--- src/rtl/tl_arb_pkg.sv ---
// Shared TileLink-UL constants, arbiter state encoding and the beat-count helper
// used by the two-requester arbiter.
package tl_arb_pkg;

  localparam logic [2:0] OP_PUT_FULL        = 3'd0;
  localparam logic [2:0] OP_PUT_PARTIAL     = 3'd1;
  localparam logic [2:0] OP_GET             = 3'd4;
  localparam logic [2:0] OP_ACCESS_ACK      = 3'd0;
  localparam logic [2:0] OP_ACCESS_ACK_DATA = 3'd1;

  // An 8-byte transfer on a 32-bit bus takes two beats.
  localparam logic [1:0] SIZE_TWO_BEAT = 2'd3;

  typedef enum logic [1:0] {
    ST_IDLE  = 2'd0,
    ST_HOLD  = 2'd1,
    ST_BURST = 2'd2
  } arb_state_e;

  // A and D opcodes overlap numerically, so the caller says which channel it is.
  function automatic logic [1:0] beats(input logic [2:0] opcode,
                                       input logic [1:0] size,
                                       input logic       d_chan);
    logic has_data;
    has_data = d_chan ? (opcode == OP_ACCESS_ACK_DATA)
                      : (opcode == OP_PUT_FULL || opcode == OP_PUT_PARTIAL);
    return (has_data && size == SIZE_TWO_BEAT) ? 2'd2 : 2'd1;
  endfunction

endpackage

--- src/rtl/tl_arb_out_cnt.sv ---
// Outstanding-transaction counter for one requester: counts completed A requests
// minus completed D responses, tracking multi-beat responses with its own beat flag.
module tl_arb_out_cnt #(
  parameter int MAX_OUT = 4
) (
  input  logic clock,
  input  logic reset_n,
  input  logic a_last_fire,
  input  logic d_fire,
  input  logic d_two_beat,
  output logic below_max
);

  localparam int CNT_W = 4;

  logic [CNT_W-1:0] cnt_q, cnt_d;
  logic             d_beat_q, d_beat_d;
  logic             d_last_fire;

  // NOTE: every signal gets a default at the top so no path leaves it unassigned (no latch).
  always_comb begin
    d_beat_d    = d_beat_q;
    d_last_fire = 1'b0;
    cnt_d       = cnt_q;
    if (d_fire) begin
      if (d_two_beat && !d_beat_q) begin
        d_beat_d = 1'b1;
      end else begin
        d_beat_d    = 1'b0;
        d_last_fire = 1'b1;
      end
    end
    if (a_last_fire && !d_last_fire) begin
      if (cnt_q != '1) cnt_d = cnt_q + CNT_W'(1);
    end else if (d_last_fire && !a_last_fire) begin
      if (cnt_q != '0) cnt_d = cnt_q - CNT_W'(1);
    end
  end

  // NOTE: state registers use non-blocking assignments so all flops update together.
  always_ff @(posedge clock or negedge reset_n) begin
    if (!reset_n) begin
      cnt_q    <= '0;
      d_beat_q <= 1'b0;
    end else begin
      cnt_q    <= cnt_d;
      d_beat_q <= d_beat_d;
    end
  end

  assign below_max = (cnt_q < CNT_W'(MAX_OUT));

endmodule

--- src/rtl/tl_ul_arb2.sv ---
// Two-requester TileLink-UL arbiter onto one slave port; round-robin grant locked
// through HOLD and Put bursts. Define TL_ARB_FIXED_PRIO_EN for fixed m0 priority.
module tl_ul_arb2
  import tl_arb_pkg::*;
#(
  parameter int SRC_W   = 2,
  parameter int MAX_OUT = 4
) (
  input  logic              clock,
  input  logic              reset_n,

  input  logic              m0_a_valid,
  output logic              m0_a_ready,
  input  logic [2:0]        m0_a_opcode,
  input  logic [2:0]        m0_a_param,
  input  logic [1:0]        m0_a_size,
  input  logic [SRC_W-1:0]  m0_a_source,
  input  logic [31:0]       m0_a_address,
  input  logic [3:0]        m0_a_mask,
  input  logic [31:0]       m0_a_data,

  input  logic              m1_a_valid,
  output logic              m1_a_ready,
  input  logic [2:0]        m1_a_opcode,
  input  logic [2:0]        m1_a_param,
  input  logic [1:0]        m1_a_size,
  input  logic [SRC_W-1:0]  m1_a_source,
  input  logic [31:0]       m1_a_address,
  input  logic [3:0]        m1_a_mask,
  input  logic [31:0]       m1_a_data,

  output logic              s_a_valid,
  input  logic              s_a_ready,
  output logic [2:0]        s_a_opcode,
  output logic [2:0]        s_a_param,
  output logic [1:0]        s_a_size,
  output logic [SRC_W:0]    s_a_source,
  output logic [31:0]       s_a_address,
  output logic [3:0]        s_a_mask,
  output logic [31:0]       s_a_data,

  input  logic              s_d_valid,
  output logic              s_d_ready,
  input  logic [2:0]        s_d_opcode,
  input  logic [1:0]        s_d_size,
  input  logic [SRC_W:0]    s_d_source,
  input  logic [31:0]       s_d_data,
  input  logic              s_d_error,

  output logic              m0_d_valid,
  input  logic              m0_d_ready,
  output logic [2:0]        m0_d_opcode,
  output logic [1:0]        m0_d_size,
  output logic [SRC_W-1:0]  m0_d_source,
  output logic [31:0]       m0_d_data,
  output logic              m0_d_error,

  output logic              m1_d_valid,
  input  logic              m1_d_ready,
  output logic [2:0]        m1_d_opcode,
  output logic [1:0]        m1_d_size,
  output logic [SRC_W-1:0]  m1_d_source,
  output logic [31:0]       m1_d_data,
  output logic              m1_d_error
);

  arb_state_e state_q;
  logic       grant_q;
  logic [1:0] beat_cnt_q;

  logic [1:0] below_max;
  logic [1:0] elig;
  logic       sel;
  logic       sel_valid;
  logic [1:0] a_beats;
  logic       a_fire;
  logic       a_last;
  logic       d_idx;
  logic       d_fire;
  logic       d_two_beat;

  assign elig[0] = m0_a_valid & below_max[0];
  assign elig[1] = m1_a_valid & below_max[1];

`ifndef TL_ARB_FIXED_PRIO_EN
  // Preferred requester when both are eligible: the one not granted last.
  logic rr_ptr_q;

  always_ff @(posedge clock or negedge reset_n) begin
    if (!reset_n)             rr_ptr_q <= 1'b0;
    else if (a_fire && a_last) rr_ptr_q <= ~sel;
  end
`endif

  always_comb begin
    sel       = grant_q;
    sel_valid = 1'b0;
    if (state_q == ST_IDLE) begin
`ifdef TL_ARB_FIXED_PRIO_EN
      sel = ~elig[0];
`else
      sel = (elig[0] && elig[1]) ? rr_ptr_q : ~elig[0];
`endif
      sel_valid = |elig;
    end else begin
      // A locked grant ignores the outstanding limit; its count cannot rise until it fires.
      sel_valid = sel ? m1_a_valid : m0_a_valid;
    end
  end

  // Handshake outputs are gated by reset_n so they drop as soon as reset asserts.
  assign s_a_valid   = reset_n & sel_valid;
  assign m0_a_ready  = reset_n & sel_valid & ~sel & s_a_ready;
  assign m1_a_ready  = reset_n & sel_valid &  sel & s_a_ready;

  assign s_a_opcode  = sel ? m1_a_opcode  : m0_a_opcode;
  assign s_a_param   = sel ? m1_a_param   : m0_a_param;
  assign s_a_size    = sel ? m1_a_size    : m0_a_size;
  assign s_a_source  = {sel, (sel ? m1_a_source : m0_a_source)};
  assign s_a_address = sel ? m1_a_address : m0_a_address;
  assign s_a_mask    = sel ? m1_a_mask    : m0_a_mask;
  assign s_a_data    = sel ? m1_a_data    : m0_a_data;

  assign a_beats = beats(s_a_opcode, s_a_size, 1'b0);
  assign a_fire  = s_a_valid & s_a_ready;
  // beat_cnt_q is zero outside BURST, so this also flags single-beat requests.
  assign a_last  = ((beat_cnt_q + 2'd1) == a_beats);

  always_ff @(posedge clock or negedge reset_n) begin
    if (!reset_n) begin
      state_q    <= ST_IDLE;
      grant_q    <= 1'b0;
      beat_cnt_q <= 2'd0;
    end else begin
      case (state_q)
        ST_IDLE, ST_HOLD: begin
          if (a_fire) begin
            grant_q <= sel;
            if (a_last) begin
              state_q <= ST_IDLE;
            end else begin
              state_q    <= ST_BURST;
              beat_cnt_q <= beat_cnt_q + 2'd1;
            end
          end else if (sel_valid) begin
            state_q <= ST_HOLD;
            grant_q <= sel;
          end else begin
            state_q <= ST_IDLE;
          end
        end
        ST_BURST: begin
          if (a_fire) begin
            if (a_last) begin
              state_q    <= ST_IDLE;
              beat_cnt_q <= 2'd0;
            end else begin
              beat_cnt_q <= beat_cnt_q + 2'd1;
            end
          end
        end
        default: begin
          state_q    <= ST_IDLE;
          beat_cnt_q <= 2'd0;
        end
      endcase
    end
  end

  // D channel: steered by the source MSB, no buffering.
  assign d_idx      = s_d_source[SRC_W];
  assign m0_d_valid = reset_n & s_d_valid & ~d_idx;
  assign m1_d_valid = reset_n & s_d_valid &  d_idx;
  assign s_d_ready  = reset_n & (d_idx ? m1_d_ready : m0_d_ready);
  assign d_fire     = s_d_valid & s_d_ready;
  assign d_two_beat = (beats(s_d_opcode, s_d_size, 1'b1) == 2'd2);

  assign m0_d_opcode = s_d_opcode;
  assign m0_d_size   = s_d_size;
  assign m0_d_source = s_d_source[SRC_W-1:0];
  assign m0_d_data   = s_d_data;
  assign m0_d_error  = s_d_error;
  assign m1_d_opcode = s_d_opcode;
  assign m1_d_size   = s_d_size;
  assign m1_d_source = s_d_source[SRC_W-1:0];
  assign m1_d_data   = s_d_data;
  assign m1_d_error  = s_d_error;

  tl_arb_out_cnt #(.MAX_OUT(MAX_OUT)) u_cnt0 (
    .clock       (clock),
    .reset_n     (reset_n),
    .a_last_fire (a_fire & a_last & ~sel),
    .d_fire      (d_fire & ~d_idx),
    .d_two_beat  (d_two_beat),
    .below_max   (below_max[0])
  );

  tl_arb_out_cnt #(.MAX_OUT(MAX_OUT)) u_cnt1 (
    .clock       (clock),
    .reset_n     (reset_n),
    .a_last_fire (a_fire & a_last & sel),
    .d_fire      (d_fire & d_idx),
    .d_two_beat  (d_two_beat),
    .below_max   (below_max[1])
  );

endmodule

--- config.mk ---
export PLATFORM = sky130hd
export DESIGN_NAME = tl_ul_arb2
export DESIGN_NICKNAME = d
export VERILOG_FILES = /design/src/rtl/tl_arb_pkg.sv /design/src/rtl/tl_arb_out_cnt.sv /design/src/rtl/tl_ul_arb2.sv
export SDC_FILE = /design/constraint.sdc
export NUM_CORES = 1
export LEC_CHECK = 0
export CORE_AREA = 2 2 143 145
export CTS_CLUSTER_DIAMETER = 30
export DETAILED_ROUTE_END_ITERATION = 6
export DIE_AREA = 0 0 145 147
export PLACE_DENSITY = 0.57
export SKIP_CTS_REPAIR_TIMING = 1
export SLEW_MARGIN = 10
export SYNTH_ARGS = -nofsm -noshare
export SYNTH_HDL_FRONTEND = slang
export SYNTH_SLANG_ARGS = --single-unit
--- constraint.sdc ---
create_clock -name clock -period 4.3 [get_ports clock]
set_input_delay 1.29 -clock clock [delete_from_list [all_inputs] [get_ports clock]]
set_output_delay 1.29 -clock clock [all_outputs]
set_load 0.01 [all_outputs]
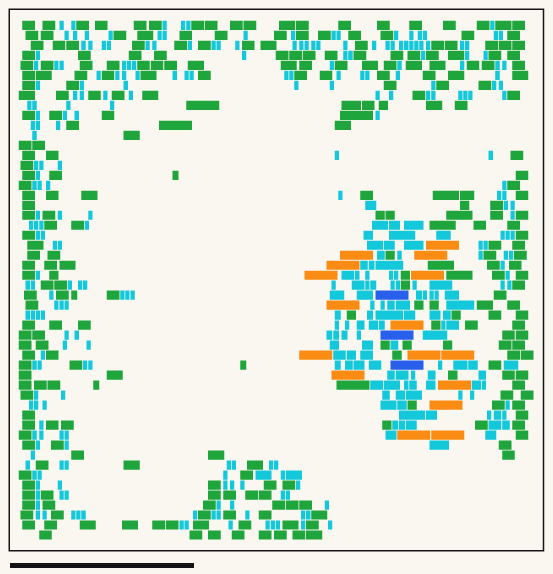
Figure 1: placement by cell class.
Scale bar: 50 microns.
Green shows remaining buffers and delay cells, cells 295, share of their area 58%. Orange shows sequential cells, cells 16, share of their area 7.6%. Cyan shows combinational and other logic, cells 343, share of their area 33%. Blue shows clock drivers, cells 3, share of their area 1.4%.
final core utilization: 28.4%
sequential portion of the cell area: 7.10%

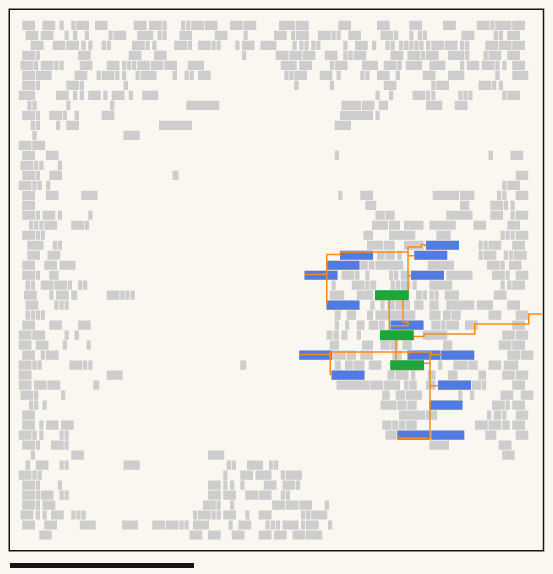
Figure 2: clock network drawn from the DEF.
Scale bar: 50 microns.
Green shows clock drivers, count 3. Orange shows clock wires, length 242 microns. Blue shows flip-flops, count 16.
There are 4 routed clock nets.
clock group share of total power: 7.7%
clock distribution power: 178 uW
Latency at later pin: 240 ps
skew final: 2.44 ps

==> results_slide.txt <==
Run Summary

Flow run
  – Max-cap violations: 0

Power
  – Combinational power: 1.82 mW
  – Seq group: 311 uW
  – LEAKAGE: 2.83 nW
  – Combinational Power Share: 78.8%
  – Power per cell area: 409 mW/mm^2
  – VDD IR-drop max: 0.148 mV
  – Sw frac: 43.4%
  – Internal power: 1.31 mW

Setup path
  – Reg2reg setup slack: 1180 ps
  – Crit-path leading delay family: buffers and inverters
  – Crit Path Max Fanout: 19
  – WP data required: 3010 ps
  – Worst setup path start: m1_a_valid
  – Worst stage delay on the critical path: 540 ps
  – Instance count on the critical path: 8
  – Crit-path cells: clkdlybuf4s50_1 > nand4bb_1 > a31o_4 > inv_8 > clkbuf_16 > nand2_1 > nand2_1 > clkdlybuf4s50_1
  – CP arrival: 3270 ps

Die
  – Die footprint: 0.0213 sq mm
  – Core footprint: 0.0198 sq mm
  – Die W: 145 microns
  – Height of the die: 147 microns

Synth
  – Commonest cells post-synth: nand2_1, buf_4, dfrtp_1, nor2_1, clkbuf_1
  – Synth Flop Type: dfrtp_1
  – Chip area in the Yosys report: 0.00280 sq mm
  – Syn_area_per_cell: 6.09 sq um
  – Cell type with the largest total area: nand2_1
  – Synth warnings: 0
  – Top-count cell post-synth: nand2_1
  – Yosys reg bits: 16
  – Synth unique cells: 48
  – Post-synthesis compound-gate area fraction: 8.06%
  – Multiplexer share: 4.25%
  – Ys cells: 459
  – Comb area leader: simple AND/OR/NAND/NOR gates

Global routing
  – Largest net degree at the start of global routing: 48
  – First-pass GRT wire length: 19000 microns
  – Routing usage on met3: 4.41%

Worst hold path
  – Hold Crit Endpoint: u_cnt0.d_beat_q$_DFFE_PN0P_
  – Hold Crit Start: u_cnt0.d_beat_q$_DFFE_PN0P_
  – Worst Hold Class: reg -> reg

Detailed routing
  – Drt wl/cell: 15.1 microns
  – Final WL: 14000 microns
  – Via Count: 3578
  – Top sig layer: met4
  – WL met1: 5850 microns

Timing
  – Setup_tns: -9940 ps
  – Worst setup margin: -259 ps
  – Hold_ws: 473 ps
  – Setup violators final: 45
  – Fin crit share: 106%
  – Rel. slew slack: 73.8%
  – Tmin final: 4560 ps

Status
  – Status: finished, violations left
  – Failing checks: negative setup slack

Final layout
  – Most numerous logic cells after layout: nand2_1, clkdlybuf4s50_1, dlymetal6s2s_1
  – Share of cells above drive strength 1: 8.83%
  – Multi-input combinational area share: 30.5%
  – Final Net Count: 870
  – P&R area growth vs syn: 102%
  – Most frequent logic cell in the layout: nand2_1
  – Inverters: 5

Clocking
  – H-tree depth reported by CTS: 1
  – Clock slew at reported path FFs: 50 ps

Placement
  – Gpl congestion: 0.754
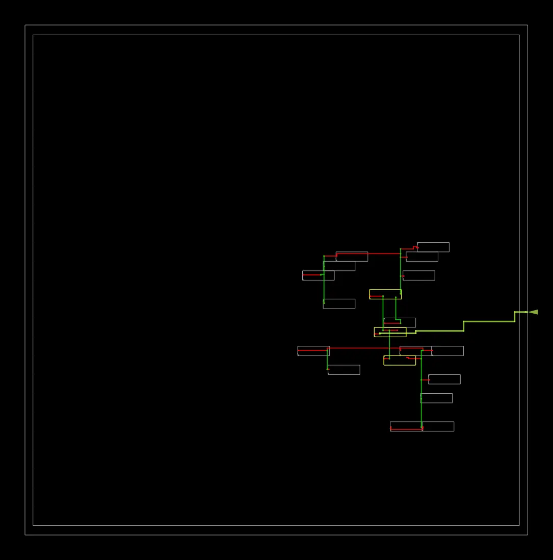
Figure 3: clock nets.
clock sink count: 16
CTS Buf Count: 3

Power and IR drop assume default switching activity.
